Figure 1. Clock nets.
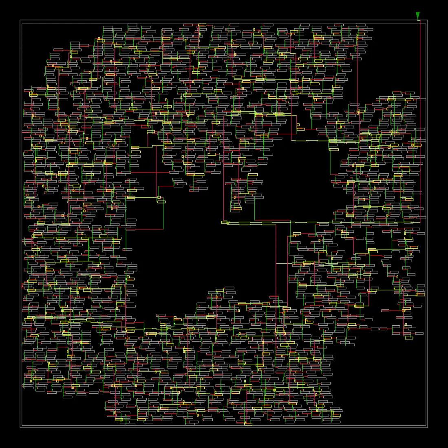
Figure 2. Floorplan with the power grid.
Pins as bars on the die edge.
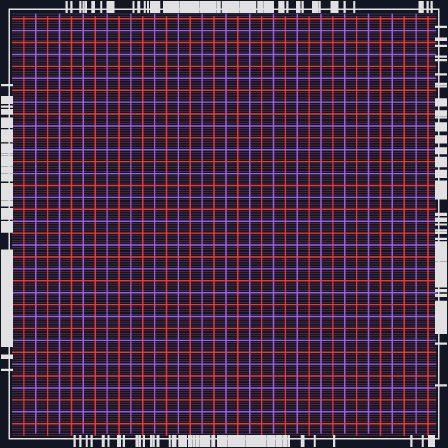
Figure 3. Signal wires on met2.
Drawn at 1 px/um.
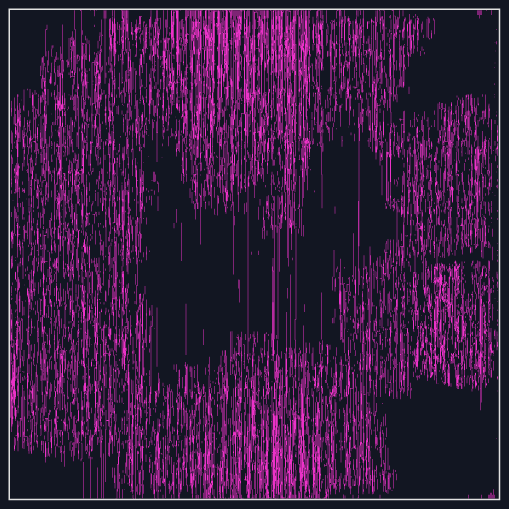
Figure 4. Cell density map.
The die is cut into 24 by 24 equal tiles; black is low, pale yellow is high, 0 to 100% covered.
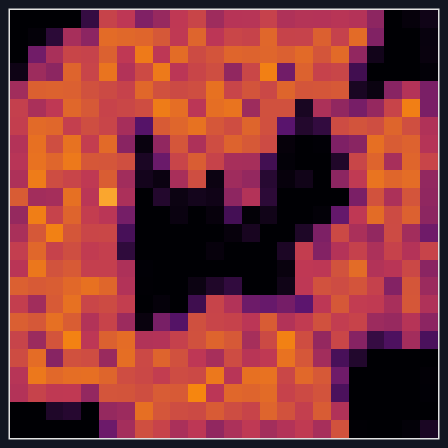
Figure 5. Register map, names as in the netlist.
Drawn at 1 px/um.
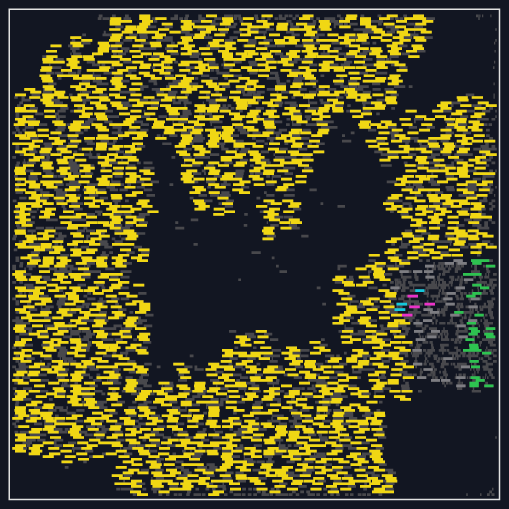
[src/rtl/cgra_stream_pkg.sv]
// Shared widths, state encoding and data typedefs for the CGRA stream adapters.
package cgra_stream_pkg;

    localparam int CGRA_LINE_W         = 512;
    localparam int CGRA_WORD_W         = 32;
    localparam int CGRA_WORDS_PER_LINE = CGRA_LINE_W / CGRA_WORD_W;

    typedef enum logic [1:0] {
        IDLE = 2'd0,
        RUN  = 2'd1,
        DONE = 2'd2
    } t_unpack_state;

    typedef logic [CGRA_LINE_W-1:0] t_cgra_line;
    typedef logic [CGRA_WORD_W-1:0] t_cgra_word;

endpackage

[src/rtl/cgra_line_fifo.sv]
// Registered line FIFO with write, pop and flush; head entry is always visible.
// A write into a full FIFO succeeds when the head pops in the same cycle; flush wins over both.
module cgra_line_fifo #(
    parameter int W     = 512,
    parameter int DEPTH = 4
) (
    input  logic                     clk,
    input  logic                     rst_n,
    input  logic                     wr_i,
    input  logic [W-1:0]             wr_data_i,
    input  logic                     pop_i,
    input  logic                     flush_i,
    output logic [W-1:0]             head_o,
    output logic                     full_o,
    output logic                     empty_o,
    output logic [$clog2(DEPTH):0]   count_o
);

    localparam int AW = $clog2(DEPTH);
    localparam int CW = AW + 1;

    logic [CW-1:0] wr_ptr_q, wr_ptr_d;
    logic [CW-1:0] rd_ptr_q, rd_ptr_d;
    logic [W-1:0]  mem_q [DEPTH];
    logic          wr_ok, pop_ok;

    assign count_o = wr_ptr_q - rd_ptr_q;
    assign full_o  = (count_o == CW'(DEPTH));
    assign empty_o = (count_o == '0);
    assign head_o  = mem_q[rd_ptr_q[AW-1:0]];

    assign wr_ok  = wr_i && (!full_o || pop_i) && !flush_i;
    assign pop_ok = pop_i && !empty_o && !flush_i;

    always_comb begin
        wr_ptr_d = wr_ptr_q;
        rd_ptr_d = rd_ptr_q;
        if (flush_i) begin
            wr_ptr_d = '0;
            rd_ptr_d = '0;
        end else begin
            if (wr_ok)  wr_ptr_d = wr_ptr_q + 1'b1;
            if (pop_ok) rd_ptr_d = rd_ptr_q + 1'b1;
        end
    end

    always_ff @(posedge clk or negedge rst_n) begin
        if (!rst_n) begin
            wr_ptr_q <= '0;
            rd_ptr_q <= '0;
        end else begin
            wr_ptr_q <= wr_ptr_d;
            rd_ptr_q <= rd_ptr_d;
        end
    end

    always_ff @(posedge clk) begin
        if (wr_ok) mem_q[wr_ptr_q[AW-1:0]] <= wr_data_i;
    end

endmodule

[src/rtl/cgra_line_unpacker.sv]
// Serialises buffered 512-bit host lines into 32-bit CGRA words for a counted job.
// Define CGRA_UNPACK_STALL_CNT_EN to build the saturating backpressure stall counter.
module cgra_line_unpacker
    import cgra_stream_pkg::*;
#(
    parameter int LINE_W    = CGRA_LINE_W,
    parameter int WORD_W    = CGRA_WORD_W,
    parameter int DEPTH     = 4,
    parameter int AF_THRESH = 2
) (
    input  logic              clk,
    input  logic              rst_n,
    input  logic              start,
    input  logic [31:0]       word_count,
    input  logic [LINE_W-1:0] line_in,
    input  logic              line_valid,
    output logic [WORD_W-1:0] word_out,
    output logic              word_valid,
    input  logic              word_ready,
    output logic              almost_full,
    output logic              overflow,
    output logic              done,
    output logic              busy,
    output logic [31:0]       stall_cnt
);

    localparam int WPL = LINE_W / WORD_W;
    localparam int SW  = (WPL > 1) ? $clog2(WPL) : 1;
    localparam int CW  = $clog2(DEPTH) + 1;
    localparam logic [CW-1:0] AF_T = CW'(AF_THRESH);

    t_unpack_state state_q, state_d;
    logic [31:0]   target_q, target_d;
    logic [31:0]   emitted_q, emitted_d;
    logic [SW-1:0] slice_q, slice_d;
    logic          ovf_q, ovf_d;

    logic [LINE_W-1:0] head;
    logic              fifo_full, fifo_empty;
    logic [CW-1:0]     fifo_count;
    logic              hs, pop, enter_done, accept, drop;

    assign word_valid  = (state_q == RUN) && !fifo_empty;
    assign hs          = word_valid && word_ready;
    assign pop         = hs && (slice_q == SW'(WPL - 1));
    assign accept      = (state_q == IDLE) && start;
    // A write colliding with the DONE flush is discarded silently, not counted as a drop.
    assign drop        = line_valid && fifo_full && !pop && !enter_done;

    assign word_out    = head[slice_q*WORD_W +: WORD_W];
    assign almost_full = (fifo_count >= AF_T);
    assign overflow    = ovf_q;
    assign done        = (state_q == DONE);
    assign busy        = (state_q != IDLE);

    cgra_line_fifo #(
        .W     (LINE_W),
        .DEPTH (DEPTH)
    ) u_fifo (
        .clk       (clk),
        .rst_n     (rst_n),
        .wr_i      (line_valid),
        .wr_data_i (line_in),
        .pop_i     (pop),
        .flush_i   (enter_done),
        .head_o    (head),
        .full_o    (fifo_full),
        .empty_o   (fifo_empty),
        .count_o   (fifo_count)
    );

    always_comb begin
        state_d    = state_q;
        target_d   = target_q;
        emitted_d  = emitted_q;
        enter_done = 1'b0;
        case (state_q)
            IDLE: begin
                if (start) begin
                    target_d  = word_count;
                    emitted_d = '0;
                    if (word_count == '0) begin
                        state_d    = DONE;
                        enter_done = 1'b1;
                    end else begin
                        state_d = RUN;
                    end
                end
            end
            RUN: begin
                if (hs) begin
                    emitted_d = emitted_q + 32'd1;
                    if (emitted_q + 32'd1 == target_q) begin
                        state_d    = DONE;
                        enter_done = 1'b1;
                    end
                end
            end
            DONE:    state_d = IDLE;
            default: state_d = IDLE;
        endcase
    end

    always_comb begin
        slice_d = slice_q;
        if (enter_done || pop) slice_d = '0;
        else if (hs)           slice_d = slice_q + 1'b1;
    end

    always_comb begin
        ovf_d = ovf_q;
        if (accept) ovf_d = 1'b0;
        if (drop)   ovf_d = 1'b1;
    end

    always_ff @(posedge clk or negedge rst_n) begin
        if (!rst_n) begin
            state_q   <= IDLE;
            target_q  <= '0;
            emitted_q <= '0;
            slice_q   <= '0;
            ovf_q     <= 1'b0;
        end else begin
            state_q   <= state_d;
            target_q  <= target_d;
            emitted_q <= emitted_d;
            slice_q   <= slice_d;
            ovf_q     <= ovf_d;
        end
    end

`ifdef CGRA_UNPACK_STALL_CNT_EN
    logic [31:0] stall_q, stall_d;

    always_comb begin
        stall_d = stall_q;
        if (accept)                                              stall_d = '0;
        else if (word_valid && !word_ready && (stall_q != '1))   stall_d = stall_q + 32'd1;
    end

    always_ff @(posedge clk or negedge rst_n) begin
        if (!rst_n) stall_q <= '0;
        else        stall_q <= stall_d;
    end

    assign stall_cnt = stall_q;
`else
    assign stall_cnt = '0;
`endif

endmodule
[config.mk]
export PLATFORM = sky130hd
export DESIGN_NAME = cgra_line_unpacker
export DESIGN_NICKNAME = d
export VERILOG_FILES = /design/src/rtl/cgra_stream_pkg.sv /design/src/rtl/cgra_line_fifo.sv /design/src/rtl/cgra_line_unpacker.sv
export SDC_FILE = /design/constraint.sdc
export NUM_CORES = 2
export LEC_CHECK = 0
export CORE_MARGIN = 2
export CORE_UTILIZATION = 35
export DETAILED_ROUTE_END_ITERATION = 8
export PLACE_DENSITY = 0.55
export SLEW_MARGIN = 30
export SYNTH_ARGS = -nofsm -noshare
export SYNTH_HDL_FRONTEND = slang
export SYNTH_SLANG_ARGS = --single-unit
[constraint.sdc]
create_clock -name clk -period 16.1 [get_ports clk]
set_clock_uncertainty 0.1 [all_clocks]
set_input_delay 3.22 -clock clk [delete_from_list [all_inputs] [get_ports clk]]
set_output_delay 3.22 -clock clk [all_outputs]
set_load 0.02 [all_outputs]
==> job_summary.md <==
### Flow metrics

| Metric | Value |
|---|---|
| GRT Residual Overflow | `0` |
| Layout fillers | `20000` |
| Number of instances in the synthesized netlist | `3468` |
| Number of vias in the routed layout | `38200` |
| FF-to-FF path depth | `13` |
| Met2 Wirelength | `93300 um` |
| Final setup violation count | `0` |
| Worst hold path endpoint | `target_q[6]` |
| Slew at the pin with the worst max-slew slack | `1.10 ns` |
| Clock buffer and inverter area fraction after layout | `7.41%` |
| Largest cells by area | `sky130_fd_sc_hd__edfxtp_1 75%, sky130_fd_sc_hd__mux4_2 18%, sky130_fd_sc_hd__dfrtp_1 2.3%` |
| Antenna violations before repair | `119` |
| Static power due to leakage | `30.9 nW` |
| Share of the yosys chip area belonging to registers | `77.1%` |
| Proportion of final cell area spent on non-clock buffers | `6.71%` |
| Number of ordinary and repair buffers in the finished layout | `between 600 and 700` |
| Y dimension of the die | `489 um` |
| Highest cell delay on the worst timing path | `0.69 ns` |
| Avg Synthesized Cell Area | `23.7 sq um` |
| Net count, final | `4708` |
| Most frequent logic cell in the layout | `sky130_fd_sc_hd__edfxtp_1` |
| Root buffer selected by CTS | `sky130_fd_sc_hd__clkbuf_16` |
| Max Fclk | `0.111 GHz` |
| Cell class contributing the biggest share of worst-path delay | `buffers and inverters` |
| Number of DRC markers after the initial detailed-route iteration | `2783` |
| Met3 routed wirelength | `14400 um` |
| Most numerous cell types in the synthesized netlist | `2048 x sky130_fd_sc_hd__edfxtp_1, 672 x sky130_fd_sc_hd__mux4_2, 139 x sky130_fd_sc_hd__nand2_1` |
| Area occupied by multi-input gates | `~18000 sq um` |
| Area after DPL | `91900 sq um` |
| Core utilization before placement | `35.3%` |
| Number of I/O port buffers | `approximately 590` |
| Met3 routing resource usage after global routing | `~4.9%` |
| Most Frequent Cell on Critical Path | `sky130_fd_sc_hd__mux4_2` |
| # diodes | `37` |
| EDFF count, synth | `2048` |
| Number of stages on the worst setup path | `8` |
| Power per unit of standard cell area | `186 nW/um^2` |
| Clock tree from TritonCTS | `yes` |
| Total GRT Usage | `roughly 17%` |
| Worst setup SP type | `flip-flop` |
| Top fanout value on the critical path | `60` |
| Largest register FFs | `between 2000 and 2500` |
| R2R setup slack | `a little under 10 ns` |
| Largest net degree at the start of global routing | `136` |
| Syn-to-layout area delta | `21.0%` |
| Storage cell area | `between 60000 and 70000 sq um` |
| Detailed Route WL | `201000 um` |
| RSZ-0062 raised after global routing | `no` |
| Dominant cell type by area after synthesis | `sky130_fd_sc_hd__edfxtp_1` |
| Worst EP arrival | `5.67 ns` |
| Cell with the most instances after synthesis | `sky130_fd_sc_hd__edfxtp_1` |
| Post-synth ARST share | `between 3 and 4%` |
| Clk pin slew, worst setup/hold paths | `0.05 ns` |
| Number of placement rows | `around 180` |
| PostCTS Resize Cnt | `0` |
| Remaining DRCs | `0` |
| Fraction of standard cell area that is sequential | `63.8%` |
| Floorplan Core Area | `233000 sq um` |
| Netlist area before placement | `82200 sq um` |
| Post-placement worst setup slack | `roughly 8 ns` |
| Top Layout Cells | `2048 x sky130_fd_sc_hd__edfxtp_1, 672 x sky130_fd_sc_hd__mux4_2, 584 x sky130_fd_sc_hd__clkdlybuf4s50_1` |
| Status | `finished, final reports clean` |
| Multi-In Gates | `1150` |
| Yosys Warn Count | `0` |
| Setup total negative slack | `0 ns` |
| Wirelength per Cell | `26.8 um` |
| Top class by area | `sequential cells` |
| Critical path destination | `word_out[7]` |
| CTS Hold Bufs | `0` |
| Remaining antenna violation count | `0` |
| Hold Startpoint | `target_q[6]` |
| Worst slew margin | `26.9%` |
| Worst hold slack | `0.410 ns` |
| Final design area excluding fillers | `roughly 100000 sq um` |
| Area share, top type | `74.8%` |
| Origin of the worst setup path | `u_fifo.rd_ptr_q[0]` |
| Tap cell count | `3132` |
| CP Capture Type | `output port` |
| Capturing point of the worst reg2reg path | `u_fifo.mem_q[0][309]` |
| Register bit count reported by yosys | `2125` |
| Number of vias per cell after detailed routing | `between 5 and 6` |
| Combinational share of cell area | `18.1%` |
| Most crowded layer after global routing | `met2` |
| Fin util | `~43%` |
Back to the opening pictures, Figure 1:
Clock buffer cells: 271
power consumed by the clock network: 5.11 mW
cts bufs inserted: 222
FF+latch count: 2125
CTS sink cnt: 2125

Back to the opening pictures, Figure 2:
- VDD: purple
- VSS: red
- rows: 177
- met5 straps: 35
- signal pins: 618
- met1 rails: 178
- met4 straps: 35

Back to the opening pictures, Figure 3:
- share of all routed wire: 46%
- wire length on this layer: 93.3 mm
- longest straight run: 179 um

Back to the opening pictures, Figure 4:
- tiles over 75% full: 0.20%
- emptiest ninth of the die: center
- nearly empty tiles: 18%

Back to the opening pictures, Figure 5:
- `u_fifo.rd_ptr_q`: cyan (placed flops 3)
- `u_fifo.mem_q`: yellow (placed flops 2048; where all over the die)
- `target_q`: green (placed flops 32)
- `slice_q`: magenta (placed flops 4; where middle right)

## cells by family (layout without fill, tap and decap cells)
kind of cell | count (synthesis) | count (layout) | share of synthesized area (%)
AOI/OAI and AO/OA | 88 | 88 | 0.654
xor gates and xnor gates | 56 | 56 | 0.615
and+or+nand+nor | 289 | 289 | 1.79
other | 1 | 69 | 0.00456
buffers and inverters | 224 | 1069 | 1.20
adders and majority gates | 9 | 9 | 0.146
muxes | 676 | 676 | 18.5
DFF | 2125 | 2125 | 77.1
## where the power goes
group | switching (mW) | internal, mW | total (mW)
clock | 2.17 | 2.94 | 5.11
combinational | 3.05 | 2.58 | 5.63
sequential | 0.334 | 7.47 | 7.81
Power is estimated from default activity; no workload was simulated.
